**Run 1: signal wires on met1**

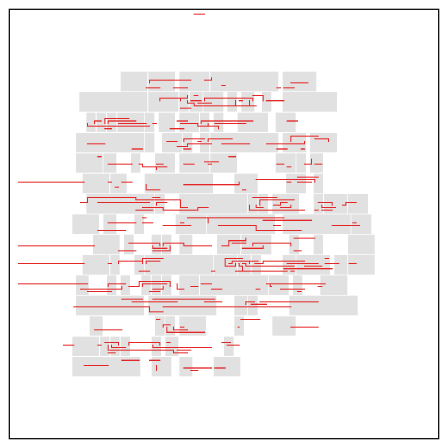
**Run 1: met2 routing**

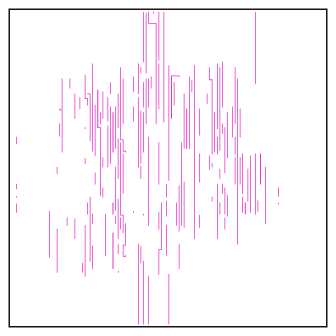
**Run 1: M3 wires**

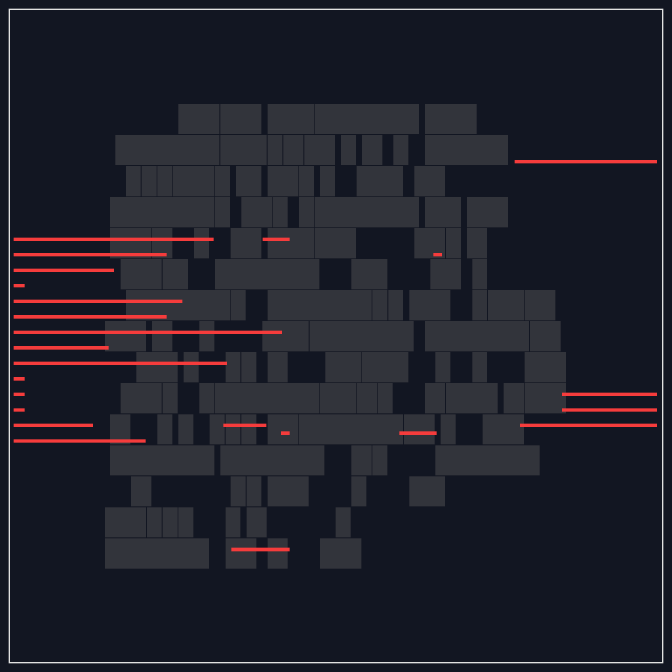
**Run 1: sequential cells coloured by netlist name**

Bar = 20 um. Other sequential cells in the stronger grey, the rest of the logic in the fainter grey.
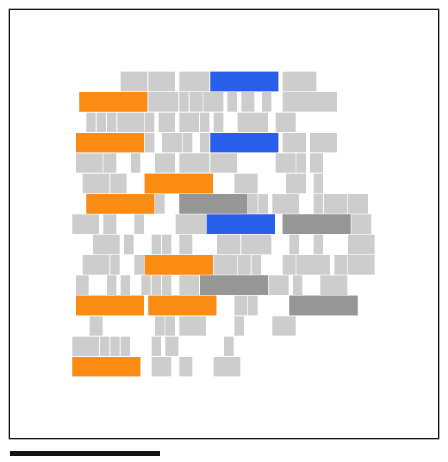
--- src/rtl/mux_seq_pkg.sv ---
// Shared state encoding and default mux geometry for the mux select sequencer
// and the 8:1 mux it drives.
package mux_seq_pkg;

    localparam logic [1:0] ST_IDLE  = 2'd0;
    localparam logic [1:0] ST_SHIFT = 2'd1;
    localparam logic [1:0] ST_PAR   = 2'd2;

    localparam int MUX_WIDTH = 8;
    localparam int MUX_SEL_W = 3;

endpackage

--- src/rtl/mux_sel_counter.sv ---
// Loadable up/down counter holding the mux select and the beat count.
// Load value and count direction are fixed by MSB_FIRST.
module mux_sel_counter #(
    parameter int SEL_W     = 3,
    parameter int MSB_FIRST = 0
) (
    input  logic             clk,
    input  logic             rst,
    input  logic             load,
    input  logic             en,
    output logic [SEL_W-1:0] sel,
    output logic [SEL_W-1:0] cnt
);

    always_ff @(posedge clk or posedge rst) begin
        if (rst) begin
            sel <= '0;
            cnt <= '0;
        end else if (load) begin
            sel <= (MSB_FIRST != 0) ? '1 : '0;
            cnt <= '0;
        end else if (en) begin
            cnt <= cnt + 1'b1;
            sel <= (MSB_FIRST != 0) ? sel - 1'b1 : sel + 1'b1;
        end
    end

endmodule

--- src/rtl/mux_sel_sequencer.sv ---
// Parallel-to-serial front end for the 8:1 mux: holds a word on the mux data
// bus and steps its select. Optional trailing parity beat: MUX_SEQ_PARITY_EN.
//
// state    | meaning
// ST_IDLE  | ready for a new word, no serial output
// ST_SHIFT | stepping sel, mux_out forwarded as the serial bit
// ST_PAR   | even-parity beat after the data (MUX_SEQ_PARITY_EN only)
module mux_sel_sequencer
    import mux_seq_pkg::*;
#(
    parameter int WIDTH     = MUX_WIDTH,
    parameter int SEL_W     = MUX_SEL_W,
    parameter int MSB_FIRST = 0
) (
    input  logic             clk,
    input  logic             rst,
    input  logic             load_valid,
    input  logic [WIDTH-1:0] load_data,
    output logic             load_ready,
    output logic [SEL_W-1:0] sel,
    output logic [WIDTH-1:0] mux_data,
    input  logic             mux_out,
    output logic             ser_valid,
    output logic             ser_data,
    output logic             ser_last,
    input  logic             ser_ready
);

    generate
        if (WIDTH != (1 << SEL_W)) begin : g_width_check
            $error("mux_sel_sequencer: WIDTH must equal 2**SEL_W");
        end
    endgenerate

    logic [1:0]       state;
    logic [1:0]       state_nxt;
    logic [SEL_W-1:0] cnt;
    logic             cnt_last;
    logic             do_load;
    logic             cnt_en;

    assign cnt_last = (cnt == SEL_W'(WIDTH - 1));
    assign do_load  = (state == ST_IDLE) && load_valid;
    // sel/cnt freeze on the last data beat so sel keeps its final index
    assign cnt_en   = (state == ST_SHIFT) && ser_ready && !cnt_last;

    mux_sel_counter #(
        .SEL_W     (SEL_W),
        .MSB_FIRST (MSB_FIRST)
    ) u_counter (
        .clk  (clk),
        .rst  (rst),
        .load (do_load),
        .en   (cnt_en),
        .sel  (sel),
        .cnt  (cnt)
    );

    always_ff @(posedge clk or posedge rst) begin
        if (rst) begin
            state    <= ST_IDLE;
            mux_data <= '0;
        end else begin
            state <= state_nxt;
            if (do_load)
                mux_data <= load_data;
        end
    end

`ifdef MUX_SEQ_PARITY_EN
    logic parity_q;

    always_ff @(posedge clk or posedge rst) begin
        if (rst)
            parity_q <= 1'b0;
        else if (do_load)
            parity_q <= ^load_data;
    end

    assign ser_valid = (state == ST_SHIFT) || (state == ST_PAR);
    assign ser_data  = (state == ST_PAR) ? parity_q : mux_out;
    assign ser_last  = (state == ST_PAR);
`else
    assign ser_valid = (state == ST_SHIFT);
    assign ser_data  = mux_out;
    assign ser_last  = (state == ST_SHIFT) && cnt_last;
`endif

    assign load_ready = (state == ST_IDLE);

    always_comb begin
        state_nxt = state;
        case (state)
            ST_IDLE: begin
                if (load_valid)
                    state_nxt = ST_SHIFT;
            end
            ST_SHIFT: begin
                if (ser_ready && cnt_last)
`ifdef MUX_SEQ_PARITY_EN
                    state_nxt = ST_PAR;
`else
                    state_nxt = ST_IDLE;
`endif
            end
`ifdef MUX_SEQ_PARITY_EN
            ST_PAR: begin
                if (ser_ready)
                    state_nxt = ST_IDLE;
            end
`endif
            default: state_nxt = ST_IDLE;
        endcase
    end

endmodule

--- config.mk ---
export PLATFORM = sky130hd
export DESIGN_NAME = mux_sel_sequencer
export DESIGN_NICKNAME = d
export VERILOG_FILES = /design/src/rtl/mux_seq_pkg.sv /design/src/rtl/mux_sel_counter.sv /design/src/rtl/mux_sel_sequencer.sv
export SDC_FILE = /design/constraint.sdc
export NUM_CORES = 1
export LEC_CHECK = 0
export ABC_AREA = 1
export CORE_MARGIN = 8
export CORE_UTILIZATION = 41
export DETAILED_ROUTE_END_ITERATION = 12
export PLACE_DENSITY = 0.77
export SLEW_MARGIN = 20
export SYNTH_ARGS = -nofsm -noshare
export SYNTH_HDL_FRONTEND = slang
export SYNTH_HIERARCHICAL = 1
export SYNTH_SLANG_ARGS = --single-unit
--- constraint.sdc ---
create_clock -name clk -period 1.11 [get_ports clk]
set_input_delay 0.1665 -clock clk [delete_from_list [all_inputs] [get_ports clk]]
set_output_delay 0.1665 -clock clk [all_outputs]
set_load 0.01 [all_outputs]
==> results.yml, run 1 <==
# generated from flow reports
power_and_ir_drop:
  p_seq_frac: 0.335
  p_comb_frac: 0.551
  p_total_w: 0.002817
  vdd_drop_max_mv: 1.265
  p_leak_nw: 0.5729
global_route:
  grt.total_usage: 0.1184
  grt_pass1_wl_um: 3125
  gr-total-overflow: 0
finish:
  largest_reg_flops: 8
  reg.largest.list: "mux_data: 8 flops, u_counter/cnt: 3 flops, u_counter/sel: 3 flops"
  sh_seq_area: 0.3521
  largest_class: "sequential cells"
  buffer_area_frac: 0.2981
  top_register: "mux_data"
sta:
  fin_crit_sh: 1.052
  timing.final.ws_setup_ns: -0.05764
  setup_viol: 2
  hold_slack_ns: 0.1118
place:
  place.port_buffers: 25
  placed_area_um2: 1015
  dpl.hpwl_um: 1347
setup_path:
  crit_path_max_incr_delay_ns: 0.38
  cp_cell_sequence: "nand3_2 -> nor2_1 -> buf_2"
  cp-startpoint: "u_counter/cnt[0]$_DFFE_PP0P_"
cts:
  post_cts_buffers: 5
  holdBufCountCts: 0
  cts_tree: "yes"
route:
  drcViolationCount: 0
  ant_nets: 0
floorplanning:
  well_tap_count: 17
synth:
  ys_types: 16
  ys_seq_share: 0.5405
  synth_stat.cells: 79
outcome:
  violations: "negative setup slack"
  status: "finished with violations"
job:
  warnings: 28
## Picture notes: 'signal wires on met1'
nets with wire on the layer: 112
wire length on this layer: 600 um
longest straight run: 17.0 um
main direction: horizontal
final WL: 1768 um
routed via count: 640
met1 GRT Util: 0.1025

## Picture notes: 'met2 routing'
longest straight run: 31.3 um
share of all routed wire: 53%
met2 Use GR: 0.2093

## Picture notes: 'M3 wires'
longest straight run: 23.2 um
nets with wire on the layer: 20
main direction: horizontal
share of all routed wire: 11%
met3 usage: 0.06874

## Picture notes: 'sequential cells coloured by netlist name'
legend:
  `mux_data`:
    colour: orange
    placed_flops: 8
  `u_counter/cnt`:
    colour: blue
    placed_flops: 3
not coloured: 4
Flop+latch power: 0.000945 W
sequential cell area: 375.4 um^2

## run 1: cell usage in the layout, fill, tap and decap left out, drive strengths merged
| master | count |
|---|---|
| clkinv | 1 |
| nor2 | 10 |
| buf | 15 |
| clkbuf | 12 |
| nand3 | 6 |
| nand2 | 29 |
| a21oi | 2 |
| clkdlybuf4s15 | 3 |
| ha | 2 |
| dfrtp | 15 |
| clkdlybuf4s50 | 11 |
| inv | 8 |
| o21ai | 4 |
## run 1: kinds of logic after synthesis
group           synth area share
buf+inv                  0.08650
simple gates              0.2829
compound gates           0.05406
fa+ha+maj                0.03603
flops                     0.5405
## run 1: cell usage after synthesis, drive strengths merged
library cell and number:
ha 2, nand2 29, a21oi 2, nand3 6
dfrtp 15, clkinv 1, buf 2, inv 8
o21ai 4, nor2 10
==> run 2, diff against run 1 <==
==> constraint.sdc (replaced) <==
create_clock -name clk -period 1.11 [get_ports clk]
set_input_delay 0.1665 -clock clk [delete_from_list [all_inputs] [get_ports clk]]
set_output_delay 0.1665 -clock clk [all_outputs]
set_load 0.005 [all_outputs]
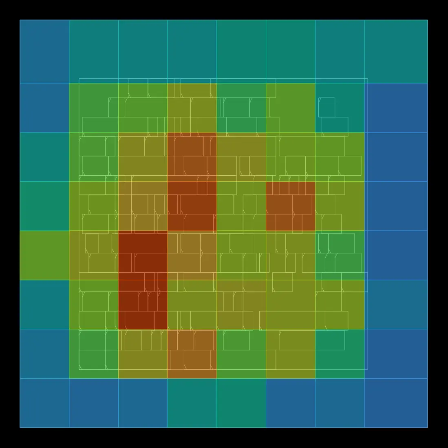
**Above:** run 2 (routing congestion map).
met2 Use GR: 0.2248
Global Route Usage Sum: 0.1214
busiest layer in global routing: met2
final core utilization: 0.7500

==> run 2 against run 1 <==
Against the previous run: the run still ends with negative setup slack left; critical endpoint is now ser_valid; utilization rose by 10 points; hold slack gained 0.0069 ns; die area unchanged; highest routed layer unchanged; via count is 5.6% higher; setup slack worse by 0.046 ns; flip-flop count unchanged.
==> results.yml, run 2 <==
# generated from flow reports
power_and_ir_drop:
  pg_seq_w: 0.000957
  p_seq_frac: 0.307
  vdd_drop_max_mv: 1.562
  p_comb_frac: 0.592
  p_leak_nw: 0.6325
finish:
  diodes: 0
  buffer_area_frac: 0.3354
  largest_reg_flops: 8
  reg.largest.list: "mux_data: 8 flops, u_counter/cnt: 3 flops, u_counter/sel: 3 flops"
  lay_top_cells: "nand2_1 (15), dfrtp_1 (15), buf_4 (12), clkdlybuf4s50_1 (11)"
  seq_area_um2: 375.4
  top_register: "mux_data"
  comb.multi_input.count: 53
  largest_class: "non-clock buffers"
synth:
  ys_ff: 15
  synthFlopType: "dfrtp_1"
  ys_sh_mux: 0
  synthesis.area_um2: 694.4
  xor_share: 0
  synth_simple_gate_area_share: 0.2829
  topCombFamilyByArea: "simple AND/OR/NAND/NOR gates"
  yosys.area_share.adder: 0.03604
  synth_top_cell_by_count: "nand2_1"
  ys_top_cells_by_count: "nand2_1 (27), dfrtp_1 (15), nor2_1 (10)"
  synth.cellmix.compoundShare: 0.05405
  ys_types: 16
  synth_stat.cells: 79
  ys_seq_share: 0.5405
outcome:
  violations: "negative setup slack"
  status: "finished with violations"
global_route:
  gr-total-overflow: 0
  grt_pass1_wl_um: 3229
setup_path:
  cp-start-kind: "flop"
  crit_path_max_incr_delay_ns: 0.42
  slowest_stage: "dfrtp_1"
  rrSetupSlack_ns: -0.04
  cp_cell_sequence: "buf_6 -> buf_6 -> buf_6"
  cp-startpoint: "state[0]$_DFFE_PP0P_"
place:
  placed_area_um2: 1027
  dpl.hpwl_um: 1391
  place.port_buffers: 25
cts:
  cts_tree: "yes"
route:
  wire_per_inst_um: 14.11
  drcViolationCount: 0
  ant_nets: 0
floorplanning:
  well_tap_count: 17
sta:
  timing.final.ws_setup_ns: -0.1040
  final-hold-violation-count: 0
  fin_crit_sh: 1.094
  setup_viol: 17
job:
  warnings: 28
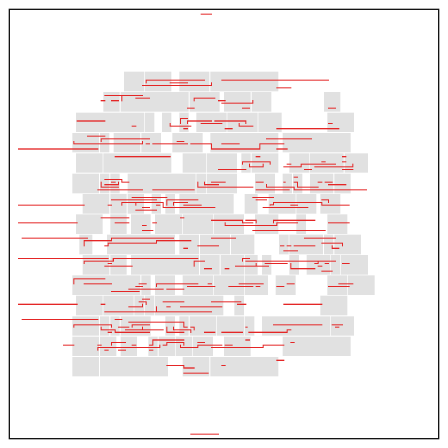
**Above:** run 2 (signal wires on met1).
nets with wire on the layer: 118
main direction: horizontal
longest straight run: 14.3 um
share of all routed wire: 35%
wire length on this layer: 699 um
final WL: 1990 um
routed via count: 676
met1 GRT Util: 0.1217

-- run 2: per-layer routing --
layer	GRT usage	routed length [um]
met1	0.1217	698
met2	0.2248	1110
met3	0.05543	142
met4	0.02013	38
met5	0	0
-- run 2: per-stage QoR --
step	hold slack, ns	TNS, ns	setup WS, ns	std cells	power, W
after CTS	0.1323	-0.5418	-0.08554	139	0.002938
after floorplan	-0.04254	0	0.03868	79	0.001582
after global placement	0.3330	-1.058	-0.1115	128	0.002337
after global routing	0.1400	-1.502	-0.1495	141	0.003363
after detailed placement	0.3330	-1.482	-0.1657	128	0.002406
final	0.1187	-0.5119	-0.1040	141	0.003120
-- run 2: what timing repair did --
| action | CTS | global route |
|---|---|---|
| endpoints found under the setup margin | 19 | 22 |
| resized | 48 | 34 |
| pin swaps | 0 | 4 |
| setup buffers | 7 | 3 |
==> run 3, diff against run 2 <==
--- a/config.mk
+++ b/config.mk
@@ -9,8 +9,8 @@
 export CORE_MARGIN = 8
 export CORE_UTILIZATION = 41
 export DETAILED_ROUTE_END_ITERATION = 12
+export GPL_TIMING_DRIVEN = 0
 export PLACE_DENSITY = 0.77
-export SLEW_MARGIN = 20
 export SYNTH_ARGS = -nofsm -noshare
 export SYNTH_HDL_FRONTEND = slang
 export SYNTH_HIERARCHICAL = 1
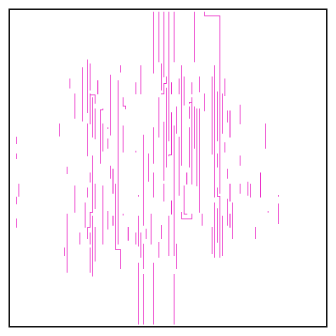
**Above:** run 3 (met2 routing).
main direction: vertical
wire length on this layer: 836 um
nets with wire on the layer: 106
met2 Use GR: 0.1597
routed via count: 628
final WL: 1637 um

==> run 3 against run 2 <==
Against the previous run: the run still ends with negative setup slack left; via count decreased by 7.1%; first-iteration DRC count increased by 80%; clock power barely moved; area after synthesis is the same; synthesized cell count unchanged; cell count fell by 4.3%; setup slack better by 0.043 ns; critical path type is now reg2reg; largest power group unchanged; highest routed layer unchanged.
==> results.yml, run 3 <==
# generated from flow reports
sta:
  hold_slack_ns: 0.1074
  setup_tns_ns: -0.3202
  fin_crit_sh: 1.055
  timing.final.ws_setup_ns: -0.06074
  setup_viol: 8
  final-hold-violation-count: 0
place:
  placed_area_um2: 975.9
  dpl.hpwl_um: 1164
  dp_slack_ns: -0.2442
  place.port_buffers: 26
setup_path:
  rrSetupSlack_ns: -0.06
  crit_path_max_incr_delay_ns: 0.40
  cp_cell_sequence: "nand3_2 -> buf_4 -> nand3_2 -> inv_2 -> buf_2 -> o21ai_1 -> nor2_1"
  cp-start-kind: "flop"
  slowest_stage: "dfrtp_1"
  cp-startpoint: "u_counter/cnt[1]$_DFFE_PP0P_"
synth:
  topCombFamilyByArea: "simple AND/OR/NAND/NOR gates"
  synth.cellmix.compoundShare: 0.05405
  synthArstFlopShare: 1.000
  yosys.area_share.adder: 0.03604
  ys_sh_mux: 0
  synthFlopType: "dfrtp_1"
  synth_stat.cells: 79
  synthesis.area_um2: 694.4
  ys_top_cells_by_count: "nand2_1 (27), dfrtp_1 (15), nor2_1 (10)"
  synth_top_cell_by_count: "nand2_1"
  ys_seq_share: 0.5405
finish:
  buffer_area_frac: 0.3109
  diodes: 0
  lay_top_cells: "nand2_1 (27), dfrtp_1 (15), clkdlybuf4s50_1 (12), clkdlybuf4s15_1 (10), buf_4 (8)"
  reg.largest.list: "mux_data: 8 flops, u_counter/cnt: 3 flops, u_counter/sel: 3 flops"
  seq_area_um2: 375.4
  final_cell_count_no_fill: 135
  comb.multi_input.count: 53
global_route:
  gr-total-overflow: 0
  grt_pass1_wl_um: 2615
outcome:
  status: "finished with violations"
  violations: "negative setup slack"
power_and_ir_drop:
  vdd_drop_max_mv: 1.245
  p_comb_frac: 0.536
  pg_seq_w: 0.000951
  p_total_w: 0.002731
  p_leak_nw: 0.5717
cts:
  ctsResizeCount: 33
  cts_tree: "yes"
job:
  warnings: 28
route:
  ant_nets: 0
  drcViolationCount: 0
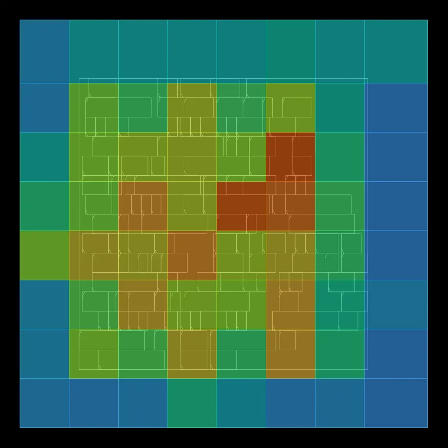
**Above:** run 3 (routing congestion map).
Routed WL per cell: 12.13 um
met3 usage: 0.06430
Global Route Usage Sum: 0.09896

[run 3: worst max-delay path, delay by kind of cell (launching register included)]
family / cells / cell delay (ns)
buf+inv: 3 / 0.33
compound gates: 1 / 0.12
simple gates: 3 / 0.20
flops: 1 / 0.40
[run 3: per-layer routing]
| layer | routed length, um | GRT usage | up-vias | part of all wire |
|---|---|---|---|---|
| met5 | 0 | 0 | - | 0 |
| met4 | 25 | 0.05034 | 0 | 0.015 |
| met3 | 184 | 0.06430 | 3 | 0.11 |
| met2 | 836 | 0.1597 | 20 | 0.51 |
| met1 | 591 | 0.09449 | 284 | 0.36 |
| li1 | - | - | 321 | - |
Power and IR drop assume default switching activity.
